## config.mk

```make
export PLATFORM = sky130hd
export DESIGN_NAME = demux1_2_stream
export DESIGN_NICKNAME = d
export VERILOG_FILES = /design/src/rtl/demux1_2_stream.sv
export SDC_FILE = /design/constraint.sdc
export NUM_CORES = 1
export LEC_CHECK = 0
export CAP_MARGIN = 15
export CORE_MARGIN = 5
export CORE_UTILIZATION = 45
export CTS_CLUSTER_SIZE = 14
export DETAILED_ROUTE_END_ITERATION = 16
export GPL_TIMING_DRIVEN = 1
export PLACE_DENSITY = 0.82
export SKIP_CTS_REPAIR_TIMING = 1
export SYNTH_ARGS = -nofsm -noshare
export SYNTH_HDL_FRONTEND = slang
export SYNTH_SLANG_ARGS = --single-unit
```

## constraint.sdc

```tcl
create_clock -name clk -period 2.58 [get_ports clk]
set_input_delay 0.516 -clock clk [delete_from_list [all_inputs] [get_ports clk]]
set_output_delay 0.516 -clock clk [all_outputs]
set_load 0.01 [all_outputs]
```

## src/rtl/demux1_2_stream.sv

```systemverilog
// Registered 1:2 stream demux with per-packet routing.
// Each output has a one-entry holding register and a packet counter.
module demux1_2_stream #(
  parameter int WIDTH = 8,
  parameter int CNT_W = 8
) (
  input  logic             clk,
  input  logic             rst_n,
  input  logic             in_valid,
  output logic             in_ready,
  input  logic [WIDTH-1:0] in_data,
  input  logic             in_last,
  input  logic             sel,
  output logic             out0_valid,
  input  logic             out0_ready,
  output logic [WIDTH-1:0] out0_data,
  output logic             out0_last,
  output logic             out1_valid,
  input  logic             out1_ready,
  output logic [WIDTH-1:0] out1_data,
  output logic             out1_last,
  output logic [CNT_W-1:0] cnt0,
  output logic [CNT_W-1:0] cnt1,
  output logic             busy
);

  typedef enum logic [1:0] {
    IDLE,
    ROUTE0,
    ROUTE1
  } state_t;

  state_t state, state_nx;

  logic target;
  logic accept;
  logic free0, free1;
  logic load0, load1;
  logic drain0, drain1;

  assign free0  = !out0_valid || out0_ready;
  assign free1  = !out1_valid || out1_ready;
  assign drain0 = out0_valid && out0_ready;
  assign drain1 = out1_valid && out1_ready;

  always_comb begin
    target   = 1'b0;
    state_nx = state;
    unique case (state)
      IDLE:    target = sel;
      ROUTE0:  target = 1'b0;
      ROUTE1:  target = 1'b1;
      default: target = 1'b0;
    endcase
    // rst_n gates in_ready so nothing is offered while held in reset
    in_ready = rst_n && (target ? free1 : free0);
    accept   = in_valid && in_ready;
    load0    = accept && !target;
    load1    = accept && target;
    if (accept) begin
      if (in_last)
        state_nx = IDLE;
      else if (state == IDLE)
        state_nx = sel ? ROUTE1 : ROUTE0;
    end
  end

  always_ff @(posedge clk or negedge rst_n) begin
    if (!rst_n)
      state <= IDLE;
    else
      state <= state_nx;
  end

  always_ff @(posedge clk or negedge rst_n) begin
    if (!rst_n) begin
      out0_valid <= 1'b0;
      out0_data  <= '0;
      out0_last  <= 1'b0;
    end else if (load0) begin
      out0_valid <= 1'b1;
      out0_data  <= in_data;
      out0_last  <= in_last;
    end else if (drain0) begin
      out0_valid <= 1'b0;
    end
  end

  always_ff @(posedge clk or negedge rst_n) begin
    if (!rst_n) begin
      out1_valid <= 1'b0;
      out1_data  <= '0;
      out1_last  <= 1'b0;
    end else if (load1) begin
      out1_valid <= 1'b1;
      out1_data  <= in_data;
      out1_last  <= in_last;
    end else if (drain1) begin
      out1_valid <= 1'b0;
    end
  end

  always_ff @(posedge clk or negedge rst_n) begin
    if (!rst_n) begin
      cnt0 <= '0;
      cnt1 <= '0;
    end else begin
      if (drain0 && out0_last)
        cnt0 <= cnt0 + CNT_W'(1);
      if (drain1 && out1_last)
        cnt1 <= cnt1 + CNT_W'(1);
    end
  end

  assign busy = (state != IDLE) || out0_valid || out1_valid;

endmodule

```

==> run_1/final_congestion.png <==
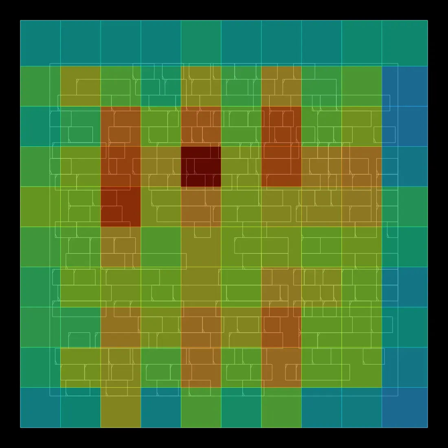
end-of-flow core utilization: 66.2%
total global-route track usage: 16.1%
met1 demand-to-capacity share in global routing: 17.9%
met3 track demand over resource: 6.60%
most used routing layer in global routing: met2

==> run_1/met3.png <==
Scale bar: 20 microns.
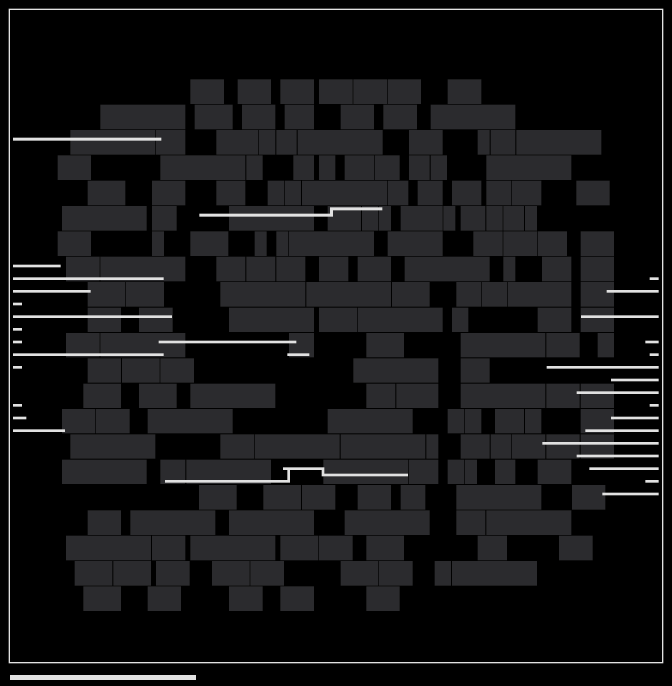
share of all routed wire: 6.7%
longest straight run: 16.8 microns
final WL: 3570 microns
number of vias after detailed routing: 1,179

==> run_1/met1.png <==
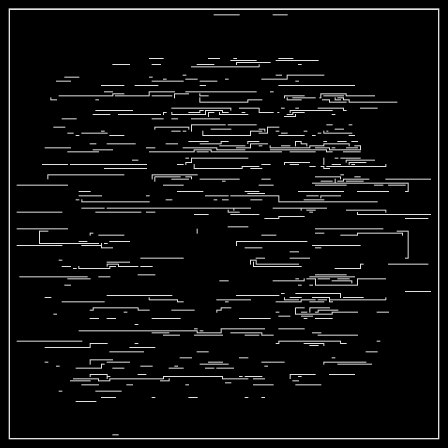
longest straight run: 23.5 microns
wire length on this layer: 1,450 microns
share of all routed wire: 41%
main direction: horizontal
nets with wire on the layer: 173

==> run_1/met2.png <==
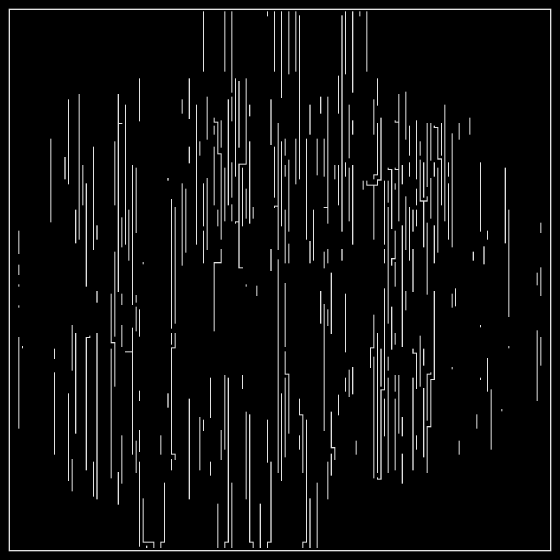
share of all routed wire: 51%
wire length on this layer: 1,830 microns
longest straight run: 27.9 microns
M2 GR Usage: 27.6%

==> run notes, run 1 <==
The synthesis and PnR run went through. The flow ran to the end, and the final reports show no timing, DRC or antenna violations. After synthesis, the netlist uses 30 different library cells. Looking at the clock tree report, the root buffer type is clkbuf_4. The launch point of the worst min-delay path is recorded as cnt1[7]. The first detailed-routing pass ran for 2 iterations.

Residual antenna-violating net count after detailed routing landed at 0. Sorting the synthesis cell report by count puts at the top dfrtp_1. Clock tree synthesis inserted a total of 5 buffers. Leaving out filler cells and counting taps, the final layout contains 226. By startpoint and endpoint, the worst setup path is classified as input port to output port. Clock tree cell share of total cell area landed at 1.99%. Maximum fanout count along the critical path landed at 3. The synthesis report gives the async set-or-reset register share as 100%. Across the placement rows, the number of tap cells is 46. The most common logic cells in the final layout are 51 x clkdlybuf4s50_1, 38 x dfrtp_1, 20 x mux2_2. The chip occupies 4890 sq um. Final instance area landed at 2260 sq um. Worst path required time landed at 2060 ps. After floorplanning, the core was divided into 21 placement rows.

In the synthesis report, Yosys lists the chip area as 1620 sq um. The completed layout was analyzed and its total power is 2070 uW. Static timing analysis puts the maximum clock frequency at 401 MHz. Simple-gate portion of the synthesized area landed at 13.2%. Final routed DRC violation total landed at 0.

Checking hold timing, the worst path is listed with class register to register. Number of nets in the final layout landed at 197. Per the post-CTS timing run, clock transition at the registers of the reported paths is 100 ps. Post-place instance area landed at 2210 sq um. Measured along the x axis, the die boundary spans 70.0 microns. Fraction of synthesized cell area in xor and xnor cells landed at 7.58%. The floorplan step defined a core boundary enclosing 3420 sq um.

The number of antenna violations at the first check in global routing came to 0. In the final routed layout, each cell accounts on average for 15.8 microns. After layout, the worst setup slack is 88.5 ps. The synth_stat.txt file lists the number of cells as 118.

Final weighted congestion in routability-driven placement landed at 0.824. After synthesis, the largest area contributor takes up 58.8% of total cell area. Area growth from synthesis to final layout landed at 39.8%.

Per STA, the startpoint of the critical path is out0_ready. STA classifies the critical path endpoint as an output port. Counting flops and latches in the post-synthesis netlist gives 38. The post-route report lists met1 wire length as 1450 microns.

Adder-cell share of the synthesized area landed at 1.55%. Final-layout fill cell count landed at 280. Grouping non-sequential cells by family puts the most area in multiplexers. Sequential fraction of the synthesis area landed at 58.8%. Height of the die landed at 70.0 microns. Detailed route wirelength on metal2 landed at 1830 microns. In this design, the critical path's most frequently occurring cell is clkdlybuf4s50_1.

Total area of sequential cells landed at 951 sq um. Per the placement log, port buffering inserted 52 buffers. Area used by multi-input combinational logic landed at 656 sq um. Walking the worst path, the cells encountered are clkdlybuf4s50_1, and2b_1, nand2_1, o211a_1, clkdlybuf4s50_1. Dividing total power by cell area gives a power density of 915 nW/um^2. Met3 routed wirelength landed at 240 microns. Fraction of layout instances using a drive strength above 1 landed at 18.9%. Count of clock-net buffers in the final layout landed at 7.

In the finished design, the share of the clock period the worst path needs comes to 96.6%. Post-synthesis instance total landed at 118. Cell area after technology mapping landed at 1620 sq um. Worst hold-check slack landed at 474 ps.

Area share of and-or/or-and cells after synthesis landed at 4.25%. Critical path data arrival time landed at 1980 ps. TritonCTS built the clock tree. IR analysis of the VDD net gives a maximum drop of 0.551 mV. Warnings raised by the tools during the run amount to 26.
[run 1: report_power, final]
group | internal (uW) | total, uW | switching [uW]
Clock | 103 | 277 | 174
Sequential | 791 | 952 | 162
Combinational | 528 | 838 | 310
[run 1: final timing paths]
check,to,slack [ps],cells after the start
min reg2reg,cnt1[7],470,1
max reg2reg,out1_data[4],930,3
min,cnt1[7],470,1
max in group asynchronous,out0_data[0],1410,3
max,in_ready,90,5
min in group asynchronous,out0_valid,520,2
[run 1: critical path, delay by kind of cell]
family / cells / cell delay, ps
and+or+nand+nor: 2 / 270
buffers and inverters: 2 / 1030
AOI/OAI and AO/OA: 1 / 150
==> run_1/registers.png <==
Scale bar: 20 microns. Other sequential cells in the stronger gray, the rest of the logic in the fainter gray.
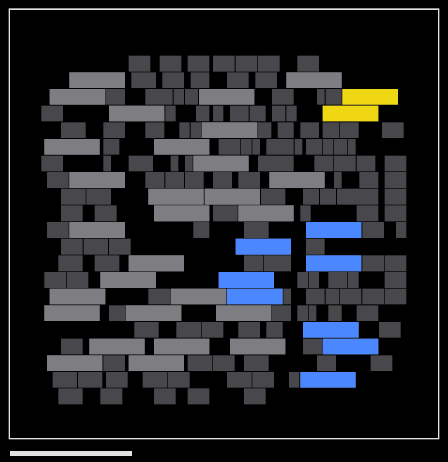

==> inputs of run 2 (changes only) <==
CORE_UTILIZATION = 25   (was 45)
PLACE_DENSITY = 0.52   (was 0.82)
SLEW_MARGIN = 15   (was unset)
==> run_2/registers.png <==
Scale bar: 20 microns. Other sequential cells in the stronger gray, the rest of the logic in the fainter gray.
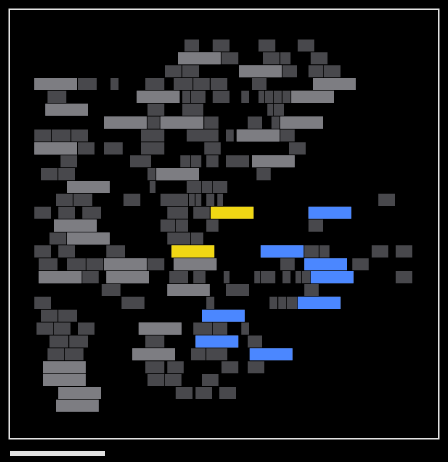
| name in the netlist | color | placed flops |
|---|---|---|
| state | yellow | 2 |
| cnt0 | blue | 8 |

==> run_2/met2.png <==
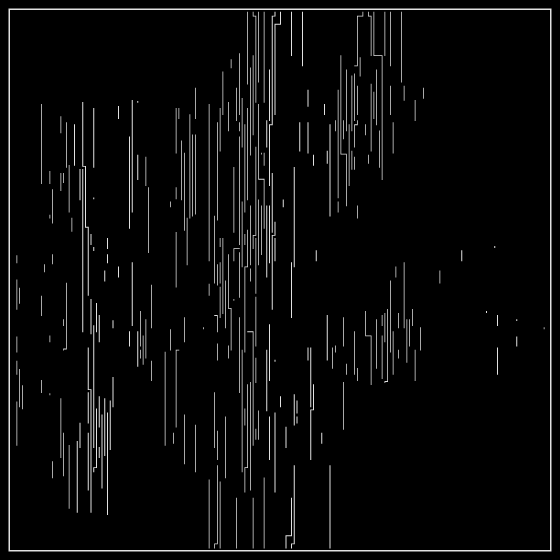
main direction: vertical
nets with wire on the layer: 187
longest straight run: 27.2 microns
wire length on this layer: 1,960 microns
number of vias after detailed routing: 1,175
final WL: 3960 microns

==> run 2 against run 1 <==
Clock skew decreased by 6.0 ps. Power increased by 6.8%. Clock-buffer cell count unchanged. Synthesized cell count unchanged. Global-route usage decreased by 5.7 points. Flip-flop count unchanged. Clock power increased by about 50%. Sequential share of layout area decreased by 1.4 points. Largest power group unchanged. Highest routed layer unchanged.
==> run notes, run 2 <==
The synthesis and PnR run went through. The flow ran to the end, and the final reports show no timing, DRC or antenna violations. The critical path ends at busy. The number of well taps was 77 (+67%).

According to the cell report, the number of logic gates is 78. Total chip power landed at 2210 uW (+6.8%). The met3 track demand over resource was 4.67% (-1.9 points).

The commonest register cell is dfrtp_1. The final core utilization is 37.0% (-29 points). Fraction of layout instances using a drive strength above 1 landed at 20.0% (+1.1 points). Looking at the max-slew report, the worst-margin pin has a slew of 511 ps.

The internal cell power came to 1530 uW (+7.8%). The setup path with the least slack is of type register to output port. Synthesis produced a netlist with a net count of 135. The met2 usage came to 16.7% (-11 points). Clock-pin transition on the worst setup and hold timing paths landed at 70 ps (-30 ps). Sorting the Yosys area breakdown by cell type puts at the top dfrtp_1. Tally of OpenROAD warnings landed at 26 (unchanged).

Number of standard cells reported by yosys landed at 118 (unchanged). Per STA, the startpoint of the critical path is state[0]. The worst setup path is captured at an output port. The residual antenna-violating net count after detailed routing came to 0 (unchanged).

The total routed wire length on the met1 layer was 1590 microns (+9.2%). The number of core rows was 29 (+38%). The leakage power in the latest report is 0.00102 uW. Number of nets in the final layout landed at 196 (-0.51%).

The wire length per cell after detailed routing was 15.4 microns (-2.5%). The number of global-route vias before repair is 1,359. The power drawn by the sequential cells came to 956 uW (+0.4%). The capture point of the worst register-to-register path is recorded as out1_data[6]. Maximum fanout count along the critical path landed at 6 (+3). In this run the critical register-to-register path is launched from state[0]. The critical path data arrival time was 1890 ps (-90 ps). Synthesized flop and latch total landed at 38 (unchanged). Looking at the global route congestion table, the highest-usage layer is met2.

Post-synthesis instance total landed at 118 (unchanged). Areal power density over the cells landed at 944 nW/um^2 (+3.2%). Final routed DRC violation total landed at 0 (unchanged). The worst path in the final design needs a cycle of 2410 ps, including I/O delays and setup. TritonCTS built the clock tree. Area growth from synthesis to final layout landed at 44.5%. The total global routing track utilization was 10.4% (-5.7 points). The power consumed by combinational cells is 836 uW (about the same). The global-route met1 utilization is 12.2% (-5.7 points). Width of the chip landed at 90.4 microns (+29%).

Clock network power consumption landed at 416 uW (+50%). The total area of sequential cells is 951 sq um (unchanged). Yosys instantiated no cell more often than dfrtp_1. Buffer count excluding the clock tree in the final layout landed at 55. Area inside the core boundary landed at 6310 sq um (+85%).

Setup repair after global routing left no endpoint under its margin. Register-to-register path setup slack landed at 940 ps (about the same). Number of maximum-capacitance constraint violations landed at 0. Once the floorplan was initialized, standard cells occupied 25.6% of the core. Yosys attributes the largest share of cell area to dfrtp_1 59%, mux2_2 14%, xor2_1 4.3%. Cell area after technology mapping landed at 1620 sq um (unchanged). Post-place instance area landed at 2240 sq um (+1.8%). The worst path required time is 2060 ps (about the same). Largest net degree at the start of global routing landed at 40. The number of different library cells in the post-synthesis netlist is 30 (unchanged).

Switching power as a share of total power landed at 30.6% (-0.69 points). The final instance area came to 2340 sq um (+3.4%). The final weighted congestion in routability-driven placement was 0.732 (-11%). Number of clock buffers inserted by TritonCTS landed at 5 (unchanged). Area used by multi-input combinational logic landed at 656 sq um (unchanged). Looking at the clock tree report, the H-tree level count equals 2. Per the final timing report, the hold violations number 0. The met3 routed wirelength is 318 microns (+33%). The portion of total power attributed to combinational logic is 37.9% (-2.6 points).

The maximum clock frequency was 415 MHz (+3.4%). Switching power summed over all nets landed at 675 uW (+4.4%). The number of antenna violations at the first check in global routing was 0 (unchanged).

No sink is reached through more buffers than the 2 on the longest clock path. The proportion of power drawn by the clock network is 18.9% (+5.5 points). Worst hold-check slack landed at 330 ps (-144 ps).

The chip area in the Yosys report came to 1620 sq um (unchanged). Initial detailed-routing violation count landed at 23. Final cell count without fillers landed at 257 (+14%). Height of the die landed at 90.4 microns (+29%). First-pass detailed-route iteration total landed at 4 (+2). The final critical-path share of the clock period came to 93.4% (-3.2 points). The worst-case setup margin in the final layout was 170 ps (+81.7 ps). Share of the synthesized area in the top cell type landed at 58.8% (unchanged).

The final-layout fill cell count is 648 (+130%). Flip-flop and latch share of the layout cell area landed at 40.7%. Multi-input logic gates represent a cell area share of 28.0%.

Quantity of I/O buffers inserted on ports landed at 52 (unchanged). In the power breakdown, the biggest contributor is sequential cells. Ranking logic cells in the layout by count gives the top entries 50 x clkdlybuf4s50_1, 38 x dfrtp_1, 20 x mux2_2. The proportion of power drawn by flip-flops and latches is 43.3% (-2.8 points). The chip footprint came to 8180 sq um (+67%). Peak ir drop on the vdd network landed at 0.568 mV (+3.1%). Detailed route wirelength on metal2 landed at 1960 microns (+7.6%). The tree is rooted in a clkbuf_8. OpenSTA, run right after detailed placement, puts the worst setup slack at 71.5 ps.

Signal routing reaches up to met4. The design has 38 sequential cells. Checking hold timing, the worst path is listed with class input port to asynchronous set/reset pin. Note, the detailed placer reported a final HPWL of 2940 microns. Async set-reset flop share out of synthesis landed at 100% (unchanged). The sequential fraction of the synthesis area is 58.8% (unchanged). Count of clock-net buffers in the final layout landed at 7 (unchanged). The worst reg2reg path depth was 3 (unchanged). Clock tree cell share of total cell area landed at 3.91% (+1.9 points).
==> run 2: cell types whose count changed in the layout (fill, tap and decap cells not counted), sizes merged <==
cell	delta
dlymetal6s2s	+1
clkinv	+1
dlygate4sd3	-1
clkdlybuf4s50	-1
==> run 2: critical path, stage by stage, from the launching register on <==
cell	delay (ps)
dfrtp_1	430
or4_2	670
clkdlybuf4s50_1	510
==> run 2: logic make-up (layout without fill, tap and decap cells) <==
family | after synthesis | in the layout | synth area share, %
multiplexers | 20 | 20 | 13.9
XOR/XNOR | 14 | 14 | 7.58
buffers and inverters | 2 | 64 | 0.696
adder cells (fa/ha/maj) | 2 | 2 | 1.55
AND-OR/OR-AND | 7 | 7 | 4.25
flip-flops | 38 | 38 | 58.8
AND/OR/NAND/NOR | 35 | 35 | 13.2
No activity file was given, so power comes from the tool's default toggle rates.
